[src/rtl/nibble_serial_add_ctrl.sv]
// Nibble-serial adder: one shared 4-bit ripple slice processes an operand pair over NIBBLES cycles.
// Optional subtract mode (op_sub port) is built when NIBBLE_SERIAL_SUB_EN is defined.
module nibble_serial_add_ctrl #(
  parameter int NIBBLES = 4
) (
  input  logic                   clk,
  input  logic                   rst_n,
  input  logic                   start_valid,
  output logic                   start_ready,
  input  logic [4*NIBBLES-1:0]   A,
  input  logic [4*NIBBLES-1:0]   B,
  input  logic                   Cin,
`ifdef NIBBLE_SERIAL_SUB_EN
  input  logic                   op_sub,
`endif
  output logic                   busy,
  output logic                   res_valid,
  input  logic                   res_ready,
  output logic [4*NIBBLES-1:0]   Sum,
  output logic                   Cout
);

  localparam int W  = 4 * NIBBLES;
  localparam int IW = (NIBBLES > 1) ? $clog2(NIBBLES) : 1;
  localparam logic [IW-1:0] LAST_IDX = IW'(NIBBLES - 1);

  typedef enum logic [1:0] {IDLE, RUN, DONE} state_t;

  state_t          state;
  logic [IW-1:0]   idx;
  logic            carry;
  logic [W-1:0]    a_reg;
  logic [W-1:0]    b_reg;
  logic [3:0]      slice_a;
  logic [3:0]      slice_b;
  logic [3:0]      slice_sum;
  logic            slice_cout;
  logic [W-1:0]    b_in;
  logic            carry_in;

  // Operand conditioning at the handshake: subtract is A + ~B + 1.
`ifdef NIBBLE_SERIAL_SUB_EN
  assign b_in     = op_sub ? ~B : B;
  assign carry_in = op_sub ? 1'b1 : Cin;
`else
  assign b_in     = B;
  assign carry_in = Cin;
`endif

  assign slice_a = a_reg[{idx, 2'b00} +: 4];
  assign slice_b = b_reg[{idx, 2'b00} +: 4];

  // The single shared slice: four full-adder cells rippling the carry.
  always_comb begin
    logic c;
    // NOTE: every variable written here gets a value before any branch, so no latch is inferred.
    slice_sum = '0;
    c         = carry;
    for (int k = 0; k < 4; k++) begin
      slice_sum[k] = slice_a[k] ^ slice_b[k] ^ c;
      c            = (slice_a[k] & slice_b[k]) | (slice_b[k] & c) | (c & slice_a[k]);
    end
    slice_cout = c;
  end

  // NOTE: state uses non-blocking assignments so every register samples pre-edge values.
  always_ff @(posedge clk or negedge rst_n) begin
    if (!rst_n) begin
      // NOTE: operand registers are reset too, so nothing from an aborted operation survives.
      state       <= IDLE;
      idx         <= '0;
      carry       <= 1'b0;
      a_reg       <= '0;
      b_reg       <= '0;
      Sum         <= '0;
      Cout        <= 1'b0;
      start_ready <= 1'b1;
      busy        <= 1'b0;
      res_valid   <= 1'b0;
    end else begin
      case (state)
        IDLE: begin
          if (start_valid) begin
            a_reg       <= A;
            b_reg       <= b_in;
            carry       <= carry_in;
            idx         <= '0;
            Sum         <= '0;
            state       <= RUN;
            start_ready <= 1'b0;
            busy        <= 1'b1;
          end
        end
        RUN: begin
          Sum[{idx, 2'b00} +: 4] <= slice_sum;
          carry                  <= slice_cout;
          if (idx == LAST_IDX) begin
            idx       <= '0;
            Cout      <= slice_cout;
            state     <= DONE;
            busy      <= 1'b0;
            res_valid <= 1'b1;
          end else begin
            idx <= idx + 1'b1;
          end
        end
        DONE: begin
          // Retiring cycle returns to IDLE; a new request is only seen from the next cycle.
          if (res_ready) begin
            res_valid   <= 1'b0;
            start_ready <= 1'b1;
            state       <= IDLE;
          end
        end
        default: state <= IDLE;
      endcase
    end
  end

endmodule

[config.mk]
export PLATFORM = sky130hd
export DESIGN_NAME = nibble_serial_add_ctrl
export DESIGN_NICKNAME = d
export VERILOG_FILES = /design/src/rtl/nibble_serial_add_ctrl.sv
export SDC_FILE = /design/constraint.sdc
export NUM_CORES = 1
export LEC_CHECK = 0
export CORE_MARGIN = 3
export CORE_UTILIZATION = 45
export DETAILED_ROUTE_END_ITERATION = 16
export HOLD_SLACK_MARGIN = 0.03
export PLACE_DENSITY = 0.72
export RECOVER_POWER = 50
export SLEW_MARGIN = 40
export SYNTH_ARGS = -nofsm -noshare
export SYNTH_HDL_FRONTEND = slang
export SYNTH_SLANG_ARGS = --single-unit
export TNS_END_PERCENT = 1
[constraint.sdc]
create_clock -name clk -period 3.9 [get_ports clk]
set_input_delay 0.585 -clock clk [delete_from_list [all_inputs] [get_ports clk]]
set_output_delay 0.585 -clock clk [all_outputs]
set_load 0.005 [all_outputs]
The clock network:
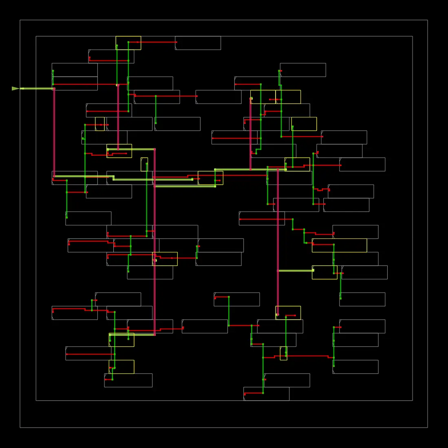
flop count: 57
clock distribution power: 0.568 mW

I/O nets highlighted:
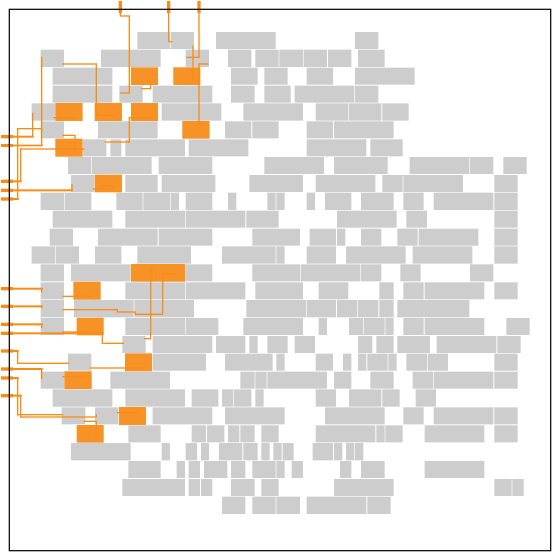
Key: orange = B [bits 16, direction input, edge 13 west, 3 north, end cells 16, buffers 16, wire 292 um]

==> flow_summary.toml <==
# implementation run metrics
[pwr]
switching_share_pct = 34.6
power_mw = 2.90
switchingPower_mw = 1.00
seqPwrFrac_pct = 36.4
combPwrFrac_pct = 44.0
leakagePower_nw = 1.47
ir_drop_uv = 360

[detailed_routing]
dr_wl_met2_um = 2430
wl_met1_um = 2340
drc_errors = 0
routed_wl_um = 5170
drt_pass1_iterations = 5
final_antenna_net_count = 0
avgRoutedWirePerCell_um = 15.9

[run_status]
status = "finished clean"

[placement]
dp_slack_ns = 0.739
place_area_mm2 = 0.00323
gp_congestion = 0.778
dp.cells = 309

[clock_tree]
cts_made_buffers = 9
cts_resized = 0
cts-root-buf = "clkbuf_8"
post_cts_buffers = 0

[cells_and_area]
n_antenna_cell = 0
flop_area_mm2 = 0.00143
post-route-cell-area_mm2 = 0.00343
clock_buffer_count = 14
buffers = 58
logic_gates = 111
areaGrowthSynthToFinish_pct = 31.5
logic_area_mm2 = 0.00110
seq_share_pct = 41.6

[global_route]
grt_pass1_vias = 1787
use_met3_pct = 4.34
grt.met1_usage_pct = 24.7

[final_timing]
skew_ns = 0.00613
slew-limit-headroom_pct = 53.4
slew_viol_final = 0
layout_min_cycle_time_ns = 3.15

[yosys]
ys_sh_xor_pct = 0
synthFlopType = "dfrtp_1"
ys_cells = 187
yosys.area.top_type = "dfrtp_1"
edf_count = 0
ys_sh_aoi_pct = 9.64
synth_cell_types = 31
netlist_instances = 187
top_cells_by_area = "dfrtp_1, mux2_2, mux4_2, fa_1, a22o_1"
fp_nets = 232
yosysWarnings = 0
synth_top_cell_by_count = "dfrtp_1"
avgSynthCellArea_um2 = 14.0
top_cells_by_count = "dfrtp_1, mux2_2, inv_1, a22o_1, nand2_1"

[worst_setup_path]
r2r_start = "idx[0]$_DFFE_PN0P_"
worstPathRequired_ns = 4.11
worstSetupStartpoint = "idx[0]$_DFFE_PN0P_"
cpMostUsedCell = "fa_1"
crit_family = "adder cells"
critical_path_depth = 8
crit_path_end = "Sum[7]$_DFFE_PN0P_"
cp.arrival_ns = 3.36
critical_path.max_stage_delay_ns = 0.79
r2r-end = "Sum[7]$_DFFE_PN0P_"
worstSetupEndpointType = "flop"
worst_path_max_delay_cell = "dfrtp_1"

[run]
cap_violations = 0
tool_warnings = 29

[die]
fp_util_pct = 46.8
dieWidth_um = 82.2
rows = 27
tap_cells = 72
die_h_um = 82.2
ioPinCount = 57
coreArea_mm2 = 0.00557

[worst_hold_path]
min_path_type = "in2async"
Power and IR drop assume default switching activity.
